## src/rtl/sha256d_nonce_scheduler_if.sv

```systemverilog
// Launch / word-request bus between the nonce scheduler (master) and sha256d_wrapper (slave).
// Handshake: slave holds s_rq with s_addr; master answers with a one-cycle s_rdy carrying s_data,
// then ignores s_rq for one guard cycle; s_start and s_done are single-cycle pulses.
interface sha256d_nonce_scheduler_if;
   logic         s_start;
   logic         s_rdy;
   logic [31:0]  s_data;
   logic [4:0]   s_addr;
   logic         s_rq;
   logic         s_done;
   logic [255:0] s_hash;

   modport master (output s_start, s_rdy, s_data, input s_addr, s_rq, s_done, s_hash);
   modport slave  (input s_start, s_rdy, s_data, output s_addr, s_rq, s_done, s_hash);
endinterface

```

## src/rtl/sha256d_nonce_scheduler.sv

```systemverilog
// Walks sha256d_wrapper over a nonce range, serving header/nonce words and checking each
// result's leading-zero difficulty; stops on hit, range exhaustion or abort.
module sha256d_nonce_scheduler #(
   parameter int HDR_BYTES = 76,
   parameter int NONCE_W   = 32
) (
   input  logic                   clk,
   input  logic                   rst_n,
   input  logic                   cfg_we_i,
   input  logic [6:0]             cfg_addr_i,
   input  logic [7:0]             cfg_data_i,
   input  logic                   go_i,
   input  logic                   abort_i,
   input  logic [NONCE_W-1:0]     nonce_first_i,
   input  logic [NONCE_W-1:0]     nonce_last_i,
   input  logic [7:0]             zeros_req_i,
   sha256d_nonce_scheduler_if.master s_bus,
   output logic                   busy_o,
   output logic                   found_o,
   output logic                   exhausted_o,
   output logic [NONCE_W-1:0]     nonce_out_o,
   output logic [255:0]           hash_out_o,
   output logic [31:0]            attempts_o,
   output logic [2:0]             state_o
);
   localparam int HDR_WORDS = HDR_BYTES / 4;

   typedef enum logic [2:0] {
      S_IDLE   = 3'd0,
      S_LAUNCH = 3'd1,
      S_SERVE  = 3'd2,
      S_CHECK  = 3'd3,
      S_DRAIN  = 3'd4
   } state_t;

   state_t               state_q;
   logic [7:0]           hdr_q [HDR_BYTES];
   logic [NONCE_W-1:0]   nonce_q, last_q, nonce_out_q;
   logic [7:0]           zeros_q;
   logic [255:0]         hash_q, hash_out_q;
   logic [31:0]          attempts_q, s_data_q;
   logic                 s_start_q, s_rdy_q, guard_q;
   logic                 busy_q, found_q, exhausted_q;
   logic [31:0]          nonce32, word_d;
   logic [6:0]           base;
   logic [8:0]           lz;
   logic                 serve_rq;

   function automatic logic [8:0] lead_zeros(input logic [255:0] h);
      logic [8:0] n;
      n = 9'd256;
      for (int i = 0; i < 256; i++) begin
         if (h[i]) n = 9'(255 - i);
      end
      return n;
   endfunction

   // The header store survives reset so a host can reload only what changed.
   always_ff @(posedge clk) begin
      if (rst_n && state_q == S_IDLE && cfg_we_i && cfg_addr_i < 7'(HDR_BYTES))
         hdr_q[cfg_addr_i] <= cfg_data_i;
   end

   assign nonce32 = 32'(nonce_q);

   always_comb begin
      base   = {s_bus.s_addr, 2'b00};
      word_d = '0;
      if (s_bus.s_addr < 5'(HDR_WORDS))
         word_d = {hdr_q[base], hdr_q[base | 7'd1], hdr_q[base | 7'd2], hdr_q[base | 7'd3]};
      else if (s_bus.s_addr == 5'(HDR_WORDS))
         word_d = {nonce32[7:0], nonce32[15:8], nonce32[23:16], nonce32[31:24]};
   end

   assign lz       = lead_zeros(hash_q);
   assign serve_rq = (state_q == S_SERVE || state_q == S_DRAIN) &&
                     s_bus.s_rq && !s_rdy_q && !guard_q;

   always_ff @(posedge clk) begin
      if (!rst_n) begin
         state_q     <= S_IDLE;
         s_start_q   <= 1'b0;
         s_rdy_q     <= 1'b0;
         guard_q     <= 1'b0;
         s_data_q    <= '0;
         nonce_q     <= '0;
         last_q      <= '0;
         zeros_q     <= '0;
         hash_q      <= '0;
         busy_q      <= 1'b0;
         found_q     <= 1'b0;
         exhausted_q <= 1'b0;
         nonce_out_q <= '0;
         hash_out_q  <= '0;
         attempts_q  <= '0;
      end else begin
         s_start_q <= 1'b0;
         s_rdy_q   <= 1'b0;
         guard_q   <= s_rdy_q;
         if (serve_rq) begin
            s_data_q <= word_d;
            s_rdy_q  <= 1'b1;
         end
         case (state_q)
            S_IDLE: begin
               if (go_i && !abort_i) begin
                  nonce_q     <= nonce_first_i;
                  last_q      <= nonce_last_i;
                  zeros_q     <= zeros_req_i;
                  found_q     <= 1'b0;
                  exhausted_q <= 1'b0;
                  attempts_q  <= '0;
                  busy_q      <= 1'b1;
                  s_start_q   <= 1'b1;
                  state_q     <= S_LAUNCH;
               end
            end
            S_LAUNCH: state_q <= S_SERVE;
            S_SERVE: begin
               if (s_bus.s_done) begin
                  attempts_q <= attempts_q + 32'd1;
                  hash_q     <= s_bus.s_hash;
                  state_q    <= S_CHECK;
               end else if (abort_i) begin
                  state_q <= S_DRAIN;
               end
            end
            S_CHECK: begin
               if (abort_i) begin
                  busy_q  <= 1'b0;
                  state_q <= S_IDLE;
               end else if (lz >= {1'b0, zeros_q}) begin
                  found_q     <= 1'b1;
                  nonce_out_q <= nonce_q;
                  hash_out_q  <= hash_q;
                  busy_q      <= 1'b0;
                  state_q     <= S_IDLE;
               end else if (nonce_q == last_q) begin
                  exhausted_q <= 1'b1;
                  busy_q      <= 1'b0;
                  state_q     <= S_IDLE;
               end else begin
                  nonce_q   <= nonce_q + 1'b1;
                  s_start_q <= 1'b1;
                  state_q   <= S_LAUNCH;
               end
            end
            // The wrapper cannot be cancelled, so its last hash is waited out and dropped.
            S_DRAIN: begin
               if (s_bus.s_done) begin
                  attempts_q <= attempts_q + 32'd1;
                  busy_q     <= 1'b0;
                  state_q    <= S_IDLE;
               end
            end
            default: state_q <= S_IDLE;
         endcase
      end
   end

   assign s_bus.s_start = s_start_q;
   assign s_bus.s_rdy   = s_rdy_q;
   assign s_bus.s_data  = s_data_q;
   assign busy_o        = busy_q;
   assign found_o       = found_q;
   assign exhausted_o   = exhausted_q;
   assign nonce_out_o   = nonce_out_q;
   assign hash_out_o    = hash_out_q;
   assign attempts_o    = attempts_q;
   assign state_o       = state_q;
endmodule

```

## src/flat_wrapper.sv

```systemverilog
// flat-port wrapper written by rule: the top's interface ports become plain ports
module sha256d_nonce_scheduler_flat 
#(
   parameter int HDR_BYTES = 76,
   parameter int NONCE_W   = 32
)
  (clk, rst_n, cfg_we_i, cfg_addr_i, cfg_data_i, go_i, abort_i, nonce_first_i, nonce_last_i, zeros_req_i, busy_o, found_o, exhausted_o, nonce_out_o, hash_out_o, attempts_o, state_o, s_bus_s_start, s_bus_s_rdy, s_bus_s_data, s_bus_s_addr, s_bus_s_rq, s_bus_s_done, s_bus_s_hash);
  sha256d_nonce_scheduler_if s_bus_i ();
  input  logic clk;
  input  logic rst_n;
  input  logic cfg_we_i;
  input  logic [6:0] cfg_addr_i;
  input  logic [7:0] cfg_data_i;
  input  logic go_i;
  input  logic abort_i;
  input  logic [NONCE_W-1:0] nonce_first_i;
  input  logic [NONCE_W-1:0] nonce_last_i;
  input  logic [7:0] zeros_req_i;
  output logic busy_o;
  output logic found_o;
  output logic exhausted_o;
  output logic [NONCE_W-1:0] nonce_out_o;
  output logic [255:0] hash_out_o;
  output logic [31:0] attempts_o;
  output logic [2:0] state_o;
  output wire logic [$bits(s_bus_i.s_start)-1:0] s_bus_s_start;
  output wire logic [$bits(s_bus_i.s_rdy)-1:0] s_bus_s_rdy;
  output wire logic [$bits(s_bus_i.s_data)-1:0] s_bus_s_data;
  input wire logic [$bits(s_bus_i.s_addr)-1:0] s_bus_s_addr;
  input wire logic [$bits(s_bus_i.s_rq)-1:0] s_bus_s_rq;
  input wire logic [$bits(s_bus_i.s_done)-1:0] s_bus_s_done;
  input wire logic [$bits(s_bus_i.s_hash)-1:0] s_bus_s_hash;
  assign s_bus_s_start = s_bus_i.s_start;
  assign s_bus_s_rdy = s_bus_i.s_rdy;
  assign s_bus_s_data = s_bus_i.s_data;
  assign s_bus_i.s_addr = s_bus_s_addr;
  assign s_bus_i.s_rq = s_bus_s_rq;
  assign s_bus_i.s_done = s_bus_s_done;
  assign s_bus_i.s_hash = s_bus_s_hash;
  sha256d_nonce_scheduler #(.HDR_BYTES(HDR_BYTES), .NONCE_W(NONCE_W)) u_core (.clk(clk), .rst_n(rst_n), .cfg_we_i(cfg_we_i), .cfg_addr_i(cfg_addr_i), .cfg_data_i(cfg_data_i), .go_i(go_i), .abort_i(abort_i), .nonce_first_i(nonce_first_i), .nonce_last_i(nonce_last_i), .zeros_req_i(zeros_req_i), .s_bus(s_bus_i), .busy_o(busy_o), .found_o(found_o), .exhausted_o(exhausted_o), .nonce_out_o(nonce_out_o), .hash_out_o(hash_out_o), .attempts_o(attempts_o), .state_o(state_o));
endmodule
```

## config.mk

```make
export PLATFORM = sky130hd
export DESIGN_NAME = sha256d_nonce_scheduler_flat
export DESIGN_NICKNAME = d
export VERILOG_FILES = /design/src/rtl/sha256d_nonce_scheduler_if.sv /design/src/rtl/sha256d_nonce_scheduler.sv /design/src/flat_wrapper.sv
export SDC_FILE = /design/constraint.sdc
export NUM_CORES = 2
export LEC_CHECK = 0
export CORE_MARGIN = 8
export CORE_UTILIZATION = 35
export DETAILED_ROUTE_END_ITERATION = 6
export PLACE_DENSITY = 0.63
export SYNTH_ARGS = -nofsm -noshare
export SYNTH_HDL_FRONTEND = slang
export SYNTH_SLANG_ARGS = --single-unit
```

## constraint.sdc

```tcl
create_clock -name clk -period 5.15 [get_ports clk]
set_input_delay 0.7725 -clock clk [delete_from_list [all_inputs] [get_ports clk]]
set_output_delay 0.7725 -clock clk [all_outputs]
set_load 0.05 [all_outputs]
```

### Clock wires, drivers and flops

The bar under the picture is 100 um long.
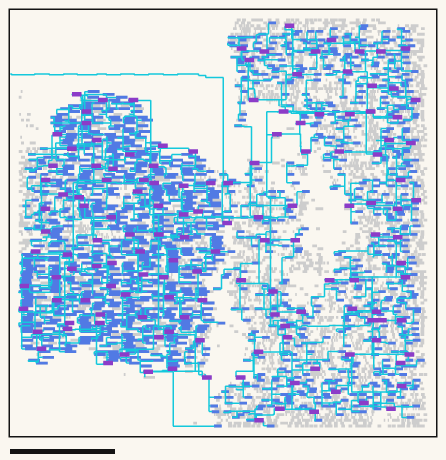
- blue: flip-flops (count 1297)
- purple: cells driving clock nets (count 142)
- cyan: clock wires (length 16000 um)
- flops lie: spread over the die
- routed clock nets: 143
clk pwr: 10.3 mW
Clock Skews: 0.0383 ns

### Cell density map

20 x 20 tiles, from white (low) to dark blue (high), 0 to 100% covered.
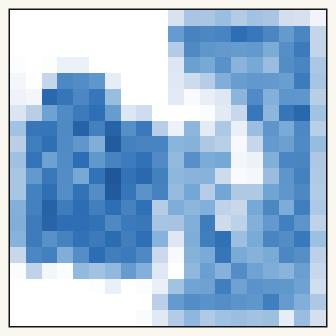
- fullest tile: 84%
- nearly empty tiles: 19%
- mean over tiles: 40%
final core utilization: 44.7%
fp_density: 35.1%
Placeable Area: 151000 um2

==> flow_summary.yaml <==
# implementation run metrics
worst_setup_path:
  path_common_cell: "buf_12"
  end_kind: "flop"
  critical-path-slowest-cell: "a2111o_1"
  critical_path_class: "reg -> reg"
  critPathLaunchType: "flop"
  path_delay_family: "AND-OR/OR-AND gates"
  rrSetupSlack_ns: 0.30
  cp_data_arrival_time_ns: 5.45
  crit_fanout: 31
  slowest_delay_ns: 0.45
pwr:
  power_frac_comb_pct: 23.5
  swShare_pct: 32.2
  power.density_nw_per_um2: 432
  internal_power_mw: 19.8
  powerSeq_mw: 12.1
  switching_power_mw: 9.42
  power.total_mw: 29.2
  peakVddDrop_mv: 0.314
  power.group.top: "registers"
  p_seq_share_pct: 41.3
  clock_power_share_pct: 35.2
  power_leakage_nw: 22.1
final_layout:
  num-fill-cells: 13900
  clockBufferCount: 186
  logic_gates: 2972
  comb_area_um2: 19500
  diodes: 46
  num-nonclk-buffers: 843
  clk_share_pct: 6.96
  mostFrequentLayoutCell: "nand2_1"
  final-seq-area_um2: 32100
  post-route-cell-area_um2: 67600
  drive_above_1_share_pct: 10.7
  seq_share_pct: 47.4
  ff_count: 1297
  area_growth_pct: 27.4
routing:
  drt_iter0_drc: 3704
  vias: 40400
  dr.pass1.iters: 6
  wl_met1_um: 74400
  drc: 0
  antenna_left: 0
  highest_layer: "met5"
  avgViaCountPerCell: 5.38
  wl_met3_um: 21300
die:
  dieArea_um2: 164000
  die_y_um: 405
  num_io_pins: 715
  die_w_um: 405
place:
  gp_congestion: 0.966
  dp_cells: 7205
  dpl_cell_area_um2: 62700
synth:
  ys_seq_share_pct: 60.4
  ys_sh_mux_pct: 13.6
  ys_area_um2: 53000
  syn_avg_cell_area_um2: 11.5
  ys_async_sr_fraction_pct: 0
  synth-edff-count: 608
  logic_family: "multiplexers"
  xor_area_share_pct: 1.01
  ys_seq_elements: 1297
  syn-cell-area_um2: 53000
  ys_types: 78
sta:
  drv_slew: 0
  fmax_mhz: 206
  layout_setup_ws_ns: 0.300
  finalHoldViolations: 0
  fin_setup_tns_ns: 0
  max_slew_margin_pct: 22.8
  fin_crit_sh_pct: 94.2
  tightest_slew_ns: 1.16
  min_period_ns: 4.85
global_route:
  grt.busiest_layer: "met2"
  grtUsageMet1_pct: 27.4
  grtUsageTotal_pct: 22.7
  antenna_found_initial: 78
job:
  tool_warnings: 40
  drv_cap: 0
clock_tree:
  cts.reportedPaths.clkPinSlew_ns: 0.06
  cts_buffers: 142
  cts_sinks: 1297
  cts_tree: "yes"
  clock_path_buffers: 3
outcome:
  outcome: "complete, no violations"
-- worst paths after layout --
kind                       from  cells past startpoint               endpoint
max          u_core.hash_q[111]                     18  u_core.hash_out_o[74]
min           u_core.zeros_q[6]                      2      u_core.zeros_q[6]
max reg2reg  u_core.hash_q[111]                     18  u_core.hash_out_o[74]
min reg2reg   u_core.zeros_q[6]                      2      u_core.zeros_q[6]
-- synth_stat cells (all sizes together) (25+ instances only) --
cell type,instances,area (um2)
a221oi,38,333
nand3,35,175
clkbuf,233,875
buf,56,427
nor4,107,694
nor2,562,2110
mux2i,321,3210
nor3,75,375
mux4,160,3600
o31ai,39,293
o311ai,25,219
xnor2,52,455
nand2,712,2670
dfxtp,689,13800
mux2,33,372
o21ai,115,576
a21oi,382,1910
nand4,41,263
edfxtp,608,18300
inv,64,240
Power is estimated from default activity; no workload was simulated.
